--- config.mk ---
export PLATFORM = sky130hd
export DESIGN_NAME = adsr_envelope
export DESIGN_NICKNAME = d
export VERILOG_FILES = /design/src/rtl/adsr_envelope.sv
export SDC_FILE = /design/constraint.sdc
export NUM_CORES = 1
export LEC_CHECK = 0
export ABC_AREA = 1
export CAP_MARGIN = 20
export CORE_UTILIZATION = 60
export DETAILED_ROUTE_END_ITERATION = 8
export GPL_TIMING_DRIVEN = 0
export HOLD_SLACK_MARGIN = 0.06
export PLACE_DENSITY = 0.88
export SETUP_SLACK_MARGIN = 0.02
export SLEW_MARGIN = 20
export SYNTH_ARGS = -nofsm -noshare
export SYNTH_HDL_FRONTEND = slang
export SYNTH_SLANG_ARGS = --single-unit
--- constraint.sdc ---
create_clock -name clk -period 6.8 [get_ports clk]
set_input_delay 1.02 -clock clk [delete_from_list [all_inputs] [get_ports clk]]
set_output_delay 1.02 -clock clk [all_outputs]
set_load 0.005 [all_outputs]
--- src/rtl/adsr_envelope.sv ---
// adsr_envelope: gate-driven attack/decay/sustain/release amplitude contour, one level step per sample tick.
// Optional ADSR_EXP_RELEASE_EN selects an exponential-style release tail instead of a linear ramp.
module adsr_envelope #(
    parameter int WIDTH = 16
) (
    input  logic             clk,
    input  logic             rst,
    input  logic             tick,
    input  logic             gate,
    input  logic [WIDTH-1:0] attack_rate,
    input  logic [WIDTH-1:0] decay_rate,
    input  logic [WIDTH-1:0] sustain_level,
    input  logic [WIDTH-1:0] release_rate,
    output logic [WIDTH-1:0] env_out,
    output logic [2:0]       stage,
    output logic             active
);

    typedef enum logic [2:0] {
        IDLE    = 3'd0,
        ATTACK  = 3'd1,
        DECAY   = 3'd2,
        SUSTAIN = 3'd3,
        RELEASE = 3'd4
    } stage_t;

    localparam logic [WIDTH-1:0] FULL = '1;

    stage_t           state, state_n;
    logic [WIDTH-1:0] env, env_n;
    logic             gate_q;
    logic             active_q;
    logic             rise, fall;
    logic [WIDTH:0]   att_sum;
    logic [WIDTH:0]   dec_diff;
    logic [WIDTH-1:0] rel_step;

    assign rise = gate & ~gate_q;
    assign fall = ~gate & gate_q;

    // One extra bit so overflow/underflow is visible instead of wrapping.
    assign att_sum  = {1'b0, env} + {1'b0, attack_rate};
    assign dec_diff = {1'b0, env} - {1'b0, decay_rate};

`ifdef ADSR_EXP_RELEASE_EN
    logic [WIDTH-1:0] rel_shifted;
    logic             unused_rel_hi;
    assign rel_shifted   = env >> release_rate[3:0];
    assign rel_step      = (rel_shifted == '0) ? WIDTH'(1) : rel_shifted;
    assign unused_rel_hi = ^release_rate[WIDTH-1:4];
`else
    assign rel_step = release_rate;
`endif

    always_ff @(posedge clk) begin
        if (rst) begin
            state    <= IDLE;
            env      <= '0;
            gate_q   <= 1'b0;
            active_q <= 1'b0;
        end else begin
            state    <= state_n;
            env      <= env_n;
            gate_q   <= gate;
            active_q <= (state_n != IDLE);
        end
    end

    // Gate edges take priority over the tick and freeze the level for that cycle.
    always_comb begin
        state_n = state;
        env_n   = env;
        if (rise) begin
            state_n = ATTACK;
        end else if (fall && (state == ATTACK || state == DECAY || state == SUSTAIN)) begin
            state_n = RELEASE;
        end else if (tick) begin
            case (state)
                IDLE: begin
                    env_n = '0;
                end
                ATTACK: begin
                    if (att_sum >= {1'b0, FULL} || attack_rate == '0) begin
                        env_n   = FULL;
                        state_n = DECAY;
                    end else begin
                        env_n = att_sum[WIDTH-1:0];
                    end
                end
                DECAY: begin
                    if (decay_rate == '0 || env < sustain_level ||
                        dec_diff[WIDTH] || dec_diff[WIDTH-1:0] <= sustain_level) begin
                        env_n   = sustain_level;
                        state_n = SUSTAIN;
                    end else begin
                        env_n = dec_diff[WIDTH-1:0];
                    end
                end
                SUSTAIN: begin
                    env_n = sustain_level;
                end
                RELEASE: begin
                    if (rel_step == '0 || env <= rel_step) begin
                        env_n   = '0;
                        state_n = IDLE;
                    end else begin
                        env_n = env - rel_step;
                    end
                end
                default: begin
                    env_n   = '0;
                    state_n = IDLE;
                end
            endcase
        end
    end

    always_comb begin
        env_out = env;
        stage   = state;
        active  = active_q;
    end

endmodule

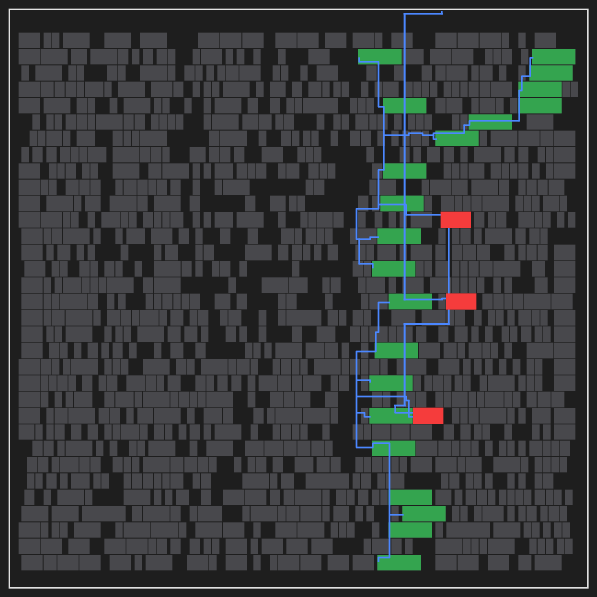
(clock network drawn from the DEF)
Scale: 6 px per µm.
Key: blue = clock wires [length 305 µm]; red = cells driving clock nets [count 3]; green = flip-flops [count 21]
There are 4 routed clock nets.
Max Clock Skew: 7.06 ps
clk ins delay skew pair: 270 ps
clk pwr: 0.0856 mW

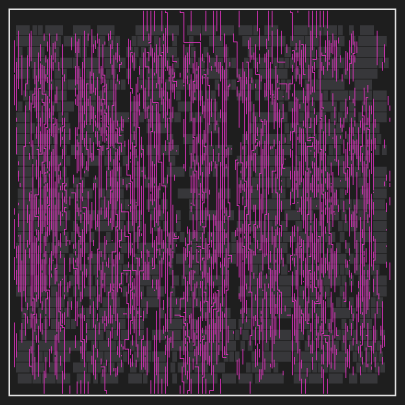
(signal wires on met2)
Scale: 4 px per µm. Cells faint in the background.
The wires run mostly vertical. The layer carries 7,720 µm of wire. The longest straight run is 60.0 µm.
DR vias: 6,298
Total Routed Length: 16,300 µm
M2 GR Usage: 0.666

-- kinds of logic after synthesis --
group / Yosys count / synth area share
compound gates: 136 / 0.151
xor+xnor: 22 / 0.0362
fa+ha+maj: 82 / 0.197
buf+inv: 182 / 0.134
flops: 21 / 0.0790
simple gates: 473 / 0.403
-- state kept, by name, summed over array words and instances (netlist names) --
register and count:
gate_q 1, active 1, stage 3, env_out 16
-- final cells by class --
type                            count  area (µm²)  area share
Multi-Input combinational cell    713        4190       0.659
Sequential cell                    21         420      0.0661
Inverter                          169         634      0.0997
Clock inverter                      1        5.00    0.000787
Clock buffer                        3        41.3     0.00649
Tap cell                          105         131      0.0207
Buffer                             13        78.8      0.0124
Timing Repair Buffer               86         861       0.135
-- worst max path at each step --
stage	start	end	cells after the start
2_1_floorplan	decay_rate[0]	active	23
3_3_place_gp	decay_rate[0]	env_out[5]	23
3_5_place_dp	decay_rate[0]	env_out[7]	23
4_1_cts	decay_rate[0]	env_out[7]	23
5_1_grt	decay_rate[0]	env_out[7]	23
6_report	decay_rate[0]	env_out[6]	23
-- metrics by stage --
stage	power, mW	hold slack [ps]
2_1_floorplan	0.373	490
5_1_grt	0.625	563
3_5_place_dp	0.486	505
6_report	0.575	520
4_1_cts	0.568	516
3_3_place_gp	0.479	500
-- power breakdown --
part / internal (mW) / switching (mW) / total (mW)
registers: 0.128 / 0.0110 / 0.139
clock network: 0.0410 / 0.0445 / 0.0856
logic: 0.147 / 0.203 / 0.350
total: 0.316 / 0.259 / 0.575
-- cell usage in the layout (no fill, tap or decap), types with 3 or more instances in the layout --
master	n
dfxtp_1	21
nand3_2	13
o22ai_1	6
o21ai_0	27
nor4_1	10
ha_1	79
nor2_2	6
clkbuf_8	3
nand3b_1	9
a21oi_1	70
nand4_1	28
buf_6	3
inv_1	167
nor2_1	52
nor3_1	8
buf_2	3
nand2_2	3
clkbuf_1	4
nand2_1	257
a21oi_2	13
xnor2_1	7
clkdlybuf4s50_1	86
xor2_1	15
nand3_1	82
o21a_1	5
fa_1	3
-- per-layer routing --
metal / up-vias / GRT usage / share of wire
li1: 3211 / - / -
met1: 2792 / 0.418 / 0.42
met2: 238 / 0.666 / 0.47
met3: 57 / 0.0387 / 0.062
met4: 0 / 0.167 / 0.043
met5: - / 0.00595 / 0
-- worst max-delay path: cells and delay by family --
family          cells  cell delay [ps]
simple gates       14             1750
fa+ha+maj           3              940
buf+inv             3              760
compound gates      2              350
xor+xnor            1               80
==> impl_metrics.env <==
# physical design summary
export IMPL_status="finished clean"
export IMPL_post_cts_buffers=0
export IMPL_area_delta_synth_final_pct=19.5
export IMPL_cts_buffers=3
export IMPL_syn_area_per_cell_um2=5.81
export IMPL_maxClockFrequency_ghz=0.211
export IMPL_edf_count=0
export IMPL_initCoreUtil=0.635
export IMPL_dpl_cell_area_mm2=0.00631
export IMPL_dp_slack_ps=1830
export IMPL_path_common_cell="nand2_1"
export IMPL_grt_first_pass_wirelength_um=25900
export IMPL_cellLeakagePower_nw=3.47
export IMPL_min_to="env_out[0]"
export IMPL_reg2reg_depth=22
export IMPL_hold_path_class="reg2reg"
export IMPL_wl_per_cell_um=14.6
export IMPL_r2r_start="env_out[1]"
export IMPL_ys_cells=916
export IMPL_ys_seq_elements=21
export IMPL_final_hold_viol_count=0
export IMPL_ys_area_mm2=0.00532
export IMPL_ys_seq_frac=0.0790
export IMPL_placementRows=33
export IMPL_ir_drop_mv=0.0630
export IMPL_syn_inst=916
export IMPL_utilization=0.759
export IMPL_synth_distinct_cells=43
export IMPL_final_period_utilization=0.696
export IMPL_synth_top_cell_by_area="ha_1"
export IMPL_yosysTopAreaCellShare=0.186
export IMPL_overflow=0
export IMPL_drive_above_1_share=0.0527
export IMPL_min_path_cells=2
export IMPL_cts_hold_buf=0
export IMPL_grt_max_degree=13
export IMPL_detail_route_antenna_nets=0
export IMPL_crit_slowest_cell="clkdlybuf4s50_1"
export IMPL_instances_no_fill=1111
export IMPL_slew_violations=0
export IMPL_relSlewSlack=0.337
export IMPL_htree_levels=1
export IMPL_clk_pin_slew_worst_paths_ps=70
export IMPL_die_area_mm2=0.00925
export IMPL_fillCellCount=770
export IMPL_r2r_end="env_out[6]"
export IMPL_antennaDiodeCount=0
export IMPL_worstPathArrival_ps=4930
export IMPL_cp_max_fo=10
export IMPL_tool_warnings=26
export IMPL_required_ps=7000
export IMPL_dpl_cell_count=1107
export IMPL_grt_pass1_vias=5757
export IMPL_crit_path_cell_trace="clkdlybuf4s50_1 -> ha_1 -> fa_1 -> inv_1 -> nand3_1 -> nand2_1 -> nand4_1 -> nand3_1 -> nand3_1 -> nand2_1 -> xor2_1 -> ha_1 -> nand2_1 -> nor4_2 -> nand2_1 -> a21oi_2 -> nand3_2 -> buf_6 -> nand2_1 -> nand3_1 -> nand3_1 -> nand2_1 -> a21oi_1"
export IMPL_fin_ws_ps=2060
export IMPL_setup_worst_path_end_class="flop"
export IMPL_dpl_hpwl_um=14000
export IMPL_ys_warn_count=0
export IMPL_synthesis_area_mm2=0.00532
export IMPL_synthTopCellsByCount="nand2_1 (257), inv_1 (167), nand3_1 (82), ha_1 (79), a21oi_1 (70)"
export IMPL_worstSetupPathType="in2reg"
export IMPL_clockRootBuffer="clkbuf_8"
export IMPL_vias_per_cell=5.67
export IMPL_ys_async_sr_fraction=0
export IMPL_tightest_slew_ps=987
export IMPL_grt_usage=0.363
export IMPL_power_density_mw_per_mm2=90.4
export IMPL_post_cts_resized_instances=0
export IMPL_regToRegSetupSlack_ps=2600
export IMPL_postLayoutCellArea_mm2=0.00636
export IMPL_topCellsByArea="ha_1 (19%), nand2_1 (18%), inv_1 (12%)"
export IMPL_cts_sinks=21
export IMPL_synth_top_cell_by_count="nand2_1"
export IMPL_core_area_mm2=0.00838
export IMPL_clockBufferDepth=2
export IMPL_period_needed_ps=4740
export IMPL_portBuffers=86
export IMPL_die_x_um=96.2
export IMPL_drc_errors=0
export IMPL_drtPass1Iterations=8
export IMPL_syn_nets=1066
export IMPL_drt_iter0_markers=411
export IMPL_tritoncts="yes"
export IMPL_ff_type="dfxtp_1"
export IMPL_nets=1157
export IMPL_drv_cap=0
export IMPL_finalSetupViolCount=0
export IMPL_fin_setup_tns_ps=0
export IMPL_die_h_um=96.2
Power figures rest on the tool's default switching activity, not on a simulated workload.
